## config.mk

```make
export PLATFORM = sky130hd
export DESIGN_NAME = uart_rx_os
export DESIGN_NICKNAME = d
export VERILOG_FILES = /design/src/rtl/uart_rx_os.sv
export SDC_FILE = /design/constraint.sdc
export NUM_CORES = 1
export LEC_CHECK = 0
export CAP_MARGIN = 20
export CORE_ASPECT_RATIO = 0.5
export CORE_MARGIN = 1.5
export CORE_UTILIZATION = 57
export DETAILED_ROUTE_END_ITERATION = 10
export PLACE_DENSITY = 0.9
export SLEW_MARGIN = 30
export SYNTH_ARGS = -nofsm -noshare
export SYNTH_HDL_FRONTEND = slang
export SYNTH_SLANG_ARGS = --single-unit
```

## constraint.sdc

```tcl
create_clock -name clk -period 2.32 [get_ports clk]
set_input_delay 0.464 -clock clk [delete_from_list [all_inputs] [get_ports clk]]
set_output_delay 0.464 -clock clk [all_outputs]
set_load 0.01 [all_outputs]
```

## src/rtl/uart_rx_os.sv

```systemverilog
// uart_rx_os: oversampling UART receiver with a configurable frame format.
// The serial input passes through a 2-flop synchroniser. Each bit value is a
// 2-of-3 majority of samples taken around the middle of the bit. The block
// detects framing, parity, overrun and break conditions, and hands each word
// downstream over a valid/ready interface.
module uart_rx_os #(
    parameter int CLK_FREQ   = 25_000_000,
    parameter int BAUD_RATE  = 9600,
    parameter int OVERSAMPLE = 16,
    parameter int DATA_BITS  = 8,
    parameter int PARITY     = 0,
    parameter int STOP_BITS  = 1
) (
    input  logic                 clk,
    input  logic                 rst_n,
    input  logic                 rxd,
    output logic [DATA_BITS-1:0] rx_data,
    output logic                 rx_valid,
    input  logic                 rx_ready,
    output logic                 frame_err,
    output logic                 parity_err,
    output logic                 overrun,
    output logic                 break_det,
    output logic                 busy,
    output logic [2:0]           dbg_state
);

    localparam int DIV   = (CLK_FREQ + BAUD_RATE * OVERSAMPLE / 2) / (BAUD_RATE * OVERSAMPLE);
    localparam int CNT_W = (DIV > 1) ? $clog2(DIV) : 1;
    localparam int SC_W  = $clog2(OVERSAMPLE);

    localparam logic [CNT_W-1:0] DIV_LAST = CNT_W'(DIV - 1);
    localparam logic [SC_W-1:0]  SC_S1    = SC_W'(OVERSAMPLE / 2 - 1);
    localparam logic [SC_W-1:0]  SC_S2    = SC_W'(OVERSAMPLE / 2);
    localparam logic [SC_W-1:0]  SC_DEC   = SC_W'(OVERSAMPLE / 2 + 1);
    localparam logic [SC_W-1:0]  SC_LAST  = SC_W'(OVERSAMPLE - 1);
    localparam logic [3:0]       DB_LAST  = 4'(DATA_BITS - 1);
    localparam logic [3:0]       SB_LAST  = 4'(STOP_BITS - 1);

    localparam logic [2:0] S_IDLE  = 3'd0;
    localparam logic [2:0] S_START = 3'd1;
    localparam logic [2:0] S_DATA  = 3'd2;
    localparam logic [2:0] S_PAR   = 3'd3;
    localparam logic [2:0] S_STOP  = 3'd4;

    generate
        if (DIV < 2) begin : g_bad_div
            $error("uart_rx_os: CLK_FREQ too low for BAUD_RATE*OVERSAMPLE (DIV < 2)");
        end
    endgenerate

    logic [1:0]           sync_q, sync_fill_q;
    logic                 rxs;
    logic                 armed_q, armed_d;
    logic [CNT_W-1:0]     tick_cnt_q, tick_cnt_d;
    logic                 tick;
    logic [2:0]           state_q, state_d;
    logic [SC_W-1:0]      sc_q, sc_d;
    logic [3:0]           bit_q, bit_d;
    logic                 s1_q, s1_d, s2_q, s2_d;
    logic [DATA_BITS-1:0] shreg_q, shreg_d;
    logic                 pend_fe_q, pend_fe_d, pend_pe_q, pend_pe_d;
    logic                 all_zero_q, all_zero_d;
    logic [DATA_BITS-1:0] rx_data_q, rx_data_d;
    logic                 rx_valid_q, rx_valid_d;
    logic                 frame_err_q, frame_err_d, parity_err_q, parity_err_d;
    logic                 overrun_q, overrun_d, break_q, break_d;
    logic                 maj, at_dec, at_end, par_req, fe_now, zero_now, complete;

    assign rxs  = sync_q[1];
    assign tick = (tick_cnt_q == DIV_LAST);

    // Two-flop synchroniser. sync_fill_q records that real pin samples have
    // reached rxs, so the reset value of the flops cannot arm the receiver.
    always_ff @(posedge clk or negedge rst_n) begin
        if (!rst_n) begin
            sync_q      <= 2'b11;
            sync_fill_q <= 2'b00;
        end else begin
            sync_q      <= {sync_q[0], rxd};
            sync_fill_q <= {sync_fill_q[0], 1'b1};
        end
    end

    // Next-state logic: tick divider, bit sampling FSM, frame completion and
    // the output handshake.
    // Handshake: a word transfers on any clock edge where rx_valid and rx_ready
    // are both high. While rx_valid is high and the word has not transferred,
    // rx_data, frame_err and parity_err do not change.
    always_comb begin
        armed_d      = armed_q | (sync_fill_q[1] & rxs);
        tick_cnt_d   = tick ? '0 : tick_cnt_q + 1'b1;
        state_d      = state_q;
        sc_d         = sc_q;
        bit_d        = bit_q;
        s1_d         = s1_q;
        s2_d         = s2_q;
        shreg_d      = shreg_q;
        pend_fe_d    = pend_fe_q;
        pend_pe_d    = pend_pe_q;
        all_zero_d   = all_zero_q;
        rx_data_d    = rx_data_q;
        rx_valid_d   = rx_valid_q;
        frame_err_d  = frame_err_q;
        parity_err_d = parity_err_q;
        overrun_d    = 1'b0;
        break_d      = 1'b0;
        complete     = 1'b0;

        maj      = (s1_q & s2_q) | (s1_q & rxs) | (s2_q & rxs);
        at_dec   = tick && (sc_q == SC_DEC);
        at_end   = tick && (sc_q == SC_LAST);
        par_req  = (PARITY == 2) ? ~(^shreg_q) : ^shreg_q;
        fe_now   = pend_fe_q | ~maj;
        zero_now = all_zero_q & ~maj;

        if (tick && state_q != S_IDLE) begin
            sc_d = (sc_q == SC_LAST) ? '0 : sc_q + 1'b1;
            if (sc_q == SC_S1) s1_d = rxs;
            if (sc_q == SC_S2) s2_d = rxs;
        end

        case (state_q)
            S_IDLE: begin
                if (armed_q && !rxs) begin
                    // Restart the divider so bit timing locks to this edge.
                    tick_cnt_d = '0;
                    sc_d       = '0;
                    bit_d      = '0;
                    pend_fe_d  = 1'b0;
                    pend_pe_d  = 1'b0;
                    all_zero_d = 1'b1;
                    state_d    = S_START;
                end
            end
            S_START: begin
                if (at_dec && maj) begin
                    state_d = S_IDLE;
                end else if (at_end) begin
                    bit_d   = '0;
                    state_d = S_DATA;
                end
            end
            S_DATA: begin
                if (at_dec) begin
                    shreg_d    = {maj, shreg_q[DATA_BITS-1:1]};
                    all_zero_d = zero_now;
                end
                if (at_end) begin
                    if (bit_q == DB_LAST) begin
                        bit_d   = '0;
                        state_d = (PARITY != 0) ? S_PAR : S_STOP;
                    end else begin
                        bit_d = bit_q + 1'b1;
                    end
                end
            end
            S_PAR: begin
                if (at_dec) begin
                    pend_pe_d  = (maj != par_req);
                    all_zero_d = zero_now;
                end
                if (at_end) begin
                    bit_d   = '0;
                    state_d = S_STOP;
                end
            end
            S_STOP: begin
                if (at_dec) begin
                    pend_fe_d  = fe_now;
                    all_zero_d = zero_now;
                    if (bit_q == SB_LAST) begin
                        // Finish at the decision point so the next start edge
                        // of a back-to-back frame is not missed.
                        complete = 1'b1;
                        state_d  = S_IDLE;
                    end
                end else if (at_end) begin
                    bit_d = bit_q + 1'b1;
                end
            end
            default: state_d = S_IDLE;
        endcase

        if (rx_valid_q && rx_ready) rx_valid_d = 1'b0;

        if (complete) begin
            if (zero_now) begin
                break_d = 1'b1;
            end else if (rx_valid_q && !rx_ready) begin
                overrun_d = 1'b1;
            end else begin
                rx_data_d    = shreg_q;
                frame_err_d  = fe_now;
                parity_err_d = pend_pe_q;
                rx_valid_d   = 1'b1;
            end
        end
    end

    // State and output registers.
    always_ff @(posedge clk or negedge rst_n) begin
        if (!rst_n) begin
            armed_q      <= 1'b0;
            tick_cnt_q   <= '0;
            state_q      <= S_IDLE;
            sc_q         <= '0;
            bit_q        <= '0;
            s1_q         <= 1'b1;
            s2_q         <= 1'b1;
            shreg_q      <= '0;
            pend_fe_q    <= 1'b0;
            pend_pe_q    <= 1'b0;
            all_zero_q   <= 1'b0;
            rx_data_q    <= '0;
            rx_valid_q   <= 1'b0;
            frame_err_q  <= 1'b0;
            parity_err_q <= 1'b0;
            overrun_q    <= 1'b0;
            break_q      <= 1'b0;
        end else begin
            armed_q      <= armed_d;
            tick_cnt_q   <= tick_cnt_d;
            state_q      <= state_d;
            sc_q         <= sc_d;
            bit_q        <= bit_d;
            s1_q         <= s1_d;
            s2_q         <= s2_d;
            shreg_q      <= shreg_d;
            pend_fe_q    <= pend_fe_d;
            pend_pe_q    <= pend_pe_d;
            all_zero_q   <= all_zero_d;
            rx_data_q    <= rx_data_d;
            rx_valid_q   <= rx_valid_d;
            frame_err_q  <= frame_err_d;
            parity_err_q <= parity_err_d;
            overrun_q    <= overrun_d;
            break_q      <= break_d;
        end
    end

    assign rx_data    = rx_data_q;
    assign rx_valid   = rx_valid_q;
    assign frame_err  = frame_err_q;
    assign parity_err = parity_err_q;
    assign overrun    = overrun_q;
    assign break_det  = break_q;
    assign busy       = (state_q != S_IDLE);
    assign dbg_state  = state_q;

endmodule

```

sizing.png
Scale bar: 20 um.
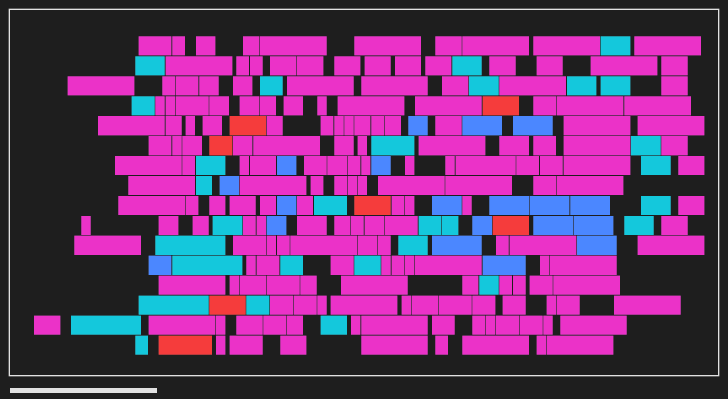
[x3 and x4] blue | cells: 19 | share: 7.9%
[x1 and smaller] magenta | cells: 183 | share: 77%
[x2] cyan | cells: 30 | share: 13%
[x6 and larger] red | cells: 7 | share: 2.9%

m2.png
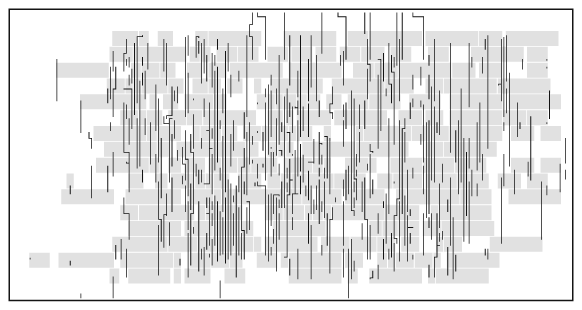
share of all routed wire: 47%
nets with wire on the layer: 208
wire length on this layer: 2140 um
longest straight run: 24.1 um
WL final: 4550 um
Vias: 1651

layers.png
Two of the layers only.
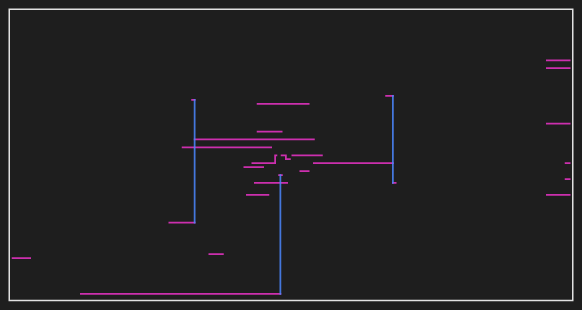
[M3] magenta | wire length: 151 um
[M4] blue | wire length: 56.4 um

==> impl_metrics.csv <==
group,metric,value,unit
status,status,"complete, no violations",
sta,layout_worst_path_cycle_share,0.942,
sta,clock_skew,6.86,ps
cts,cts-root-buf,"clkbuf_8",
power_and_ir_drop,power_switching,0.528,mW
layout,postLayoutCellArea,2890,um^2
detailed_routing,m1WireLength,2200,um
synthesis,synthCells,210,
layout,nNonClkBuffers,27,
global_route,grt_pass1_wl,7520,um
worst_setup_path,crit_cells,7,
power_and_ir_drop,intPower,1.27,mW
synthesis,async_reset_ff_frac,1.00,
synthesis,flop_cell,"dfrtp_1",
power_and_ir_drop,p_leak,1.31,nW
floorplan,rows,16,
detailed_routing,drt_iter0_drc,78,
detailed_routing,vias_per_cell,5.63,
synthesis,yosys.area.top_type,"dfrtp_1",
global_route,first_global_vias,1608,
layout,logic_area,1180,um^2
layout,comb_share,0.407,
detailed_routing,wl_per_cell,15.5,um
cts,postCtsSetupRepairBufs,0,
worst_setup_path,worstPathArrival,2390,ps
place,gp_congestion,0.880,
hold_path,worstHoldPathType,"input pin to async pin",
worst_setup_path,critical_path_class,"flop to flop",
synthesis,fp_nets,221,
worst_setup_path,crit_slowest_cell,"dfrtp_1",
cts,cts_resized,0,
synthesis,ys_seq_elements,50,
layout,buf_share,0.0901,
detailed_routing,dr_wl_met3,151,um
layout,ff_count,50,
worst_setup_path,endpoint,"rx_data[2]$_DFFE_PN0P_",
layout,layout_top_cells,"46 x dfrtp_1, 19 x clkdlybuf4s50_1, 16 x nor2_1, 13 x mux2_2",
floorplan,dieArea,4810,um^2
floorplan,io_pins,21,
synthesis,ys_sh_aoi,0.0692,
worst_setup_path,critPathMaxFanout,10,
synthesis,ys_warn_count,0,
synthesis,syn_area,2490,um^2
power_and_ir_drop,total_power,1.80,mW
flow_run,warnings,30,
power_and_ir_drop,p_sw_frac,0.294,
global_route,grt.overflow.total,0,
sta,drv_slew,0,
layout,clock_area_frac,0.0325,
flow_run,maxCapViolations,0,
power_and_ir_drop,seqPwrFrac,0.568,
power_and_ir_drop,pwr-share-clk,0.291,
layout,logic_gates,145,
floorplan,taps,54,
place,portBuffers,20,
worst_setup_path,crit_buf_inv,2,
worst_setup_path,startpoint,"tick_cnt_q[0]$_DFF_PN0_",
synthesis,mux_area_frac,0.119,
layout,syn_to_final_growth,15.7,%
synthesis,ys_sh_adder,0.0391,
layout,inverters,9,
synthesis,top_cells_by_area,"dfrtp_1 46%, mux2_2 5.9%, mux2_4 4.8%, dfstp_2 4.2%, ha_1 3.5%",
synthesis,synth.distinct_cells,54,
sta,final-setup-viol-count,0,
layout,flop_area,1260,um^2
sta,tightest_slew,571,ps
layout,nets,249,
sta,rsz0062_at_grt,"false",
worst_setup_path,crit_path_end_kind,"flop",
floorplan,die_w,96.6,um
place,hpwl,3330,um
synthesis,avgSynthCellArea,11.9,um^2
worst_setup_path,worstPathRequired,2520,ps
layout,nClkBuffers,5,
worst_setup_path,cpPeakStageDelay,440,ps
layout,n_antenna_cell,0,
worst_setup_path,crit_chain,"inv_1, ha_1, nor3b_4, nand3_1, nor4bb_2, buf_4, mux2_2",
synthesis,synth_top_area_share,0.461,
synthesis,yosysSeqAreaShare,0.504,
worst_setup_path,r2r-start,"tick_cnt_q[0]$_DFF_PN0_",
global_route,grt_usage,0.210,
sta,clock.fmax,0.458,GHz
layout,drive_above_1_share,0.234,
synthesis,edf_count,0,
floorplan,fp_util,0.617,
synthesis,ys_cells,210,
sta,hold_viol_final,0,
worst_setup_path,r2r_end,"rx_data[2]$_DFFE_PN0P_",
layout,layout_top_cell,"dfrtp_1",
worst_setup_path,reg2regPathDepth,7,
cts,clk_path_buf_depth,2,
cts,clk_pin_slew,90,ps
detailed_routing,highest_layer,"met4",
power_and_ir_drop,p_comb_frac,0.141,
synthesis,xor_area_frac,0.0547,
place,placed_cell_area,2790,um^2
m1.png
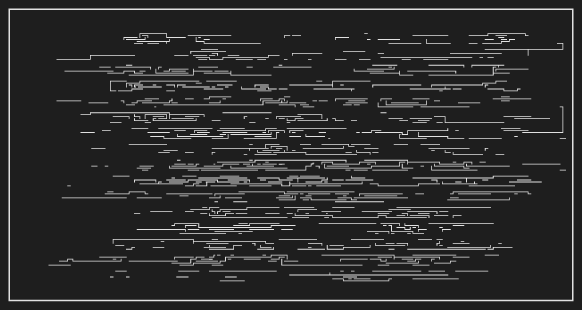
wire length on this layer: 2200 um
share of all routed wire: 48%

clock_nets.png
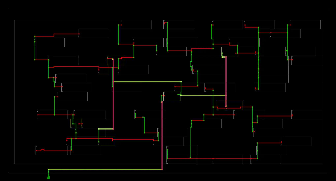
total CTS buffers: 5
Sink Count: 50

-- power by group through the flow --
stage	Clock (mW)	Sequential (mW)	Combinational, mW
2_1_floorplan	0	1.01	0.170
3_3_place_gp	0	1.02	0.242
3_5_place_dp	0	1.03	0.253
4_1_cts	0.534	1.02	0.253
5_1_grt	0.571	1.03	0.281
6_report	0.524	1.02	0.253
-- cells in the mapped netlist (3+ instances only) --
master / instances
nor2b_1: 3
a21oi_1: 4
buf_2: 4
dfrtp_1: 46
or3b_2: 3
o21ai_0: 3
mux2i_1: 3
nor3b_1: 5
mux2_2: 13
inv_1: 9
nand3_1: 9
nand2b_1: 4
nor3_1: 6
nand3b_1: 3
nand2_1: 7
ha_1: 7
nor2_1: 16
xnor2_1: 7
mux2_4: 8
nand4_1: 3
xor2_1: 6
a21o_1: 3
dfstp_2: 4
-- metrics by stage --
step                      setup slack (ps)  instances  hold slack, ps  utilization
after floorplan                        299        210             168            -
after global placement                 238        285             335        0.691
after detailed placement               157        285             342        0.691
after CTS                              140        293             160        0.714
after global routing                  5.85        293             175        0.714
final                                  135        293             139        0.714
-- worst reg2reg max path, delay by kind of cell, from the launching register on --
kind / cells / cell delay (ps)
and+or+nand+nor: 3 / 810
DFF: 1 / 440
muxes: 1 / 350
buffers and inverters: 2 / 310
adders and majority gates: 1 / 150
-- flip-flops by register name, indices dropped and copies added (netlist names), 2 cells and up --
name         count
rx_data          8
shreg_q          8
tick_cnt_q       8
bit_q            4
sc_q             4
dbg_state        3
sync_fill_q      2
sync_q           2
-- layer usage --
layer | up-vias | GRT usage
met2 | 39 | 0.353
li1 | 791 | -
met1 | 813 | 0.268
met5 | - | 0
met3 | 8 | 0.0509
met4 | 0 | 0.0652
Power and IR drop assume default switching activity.
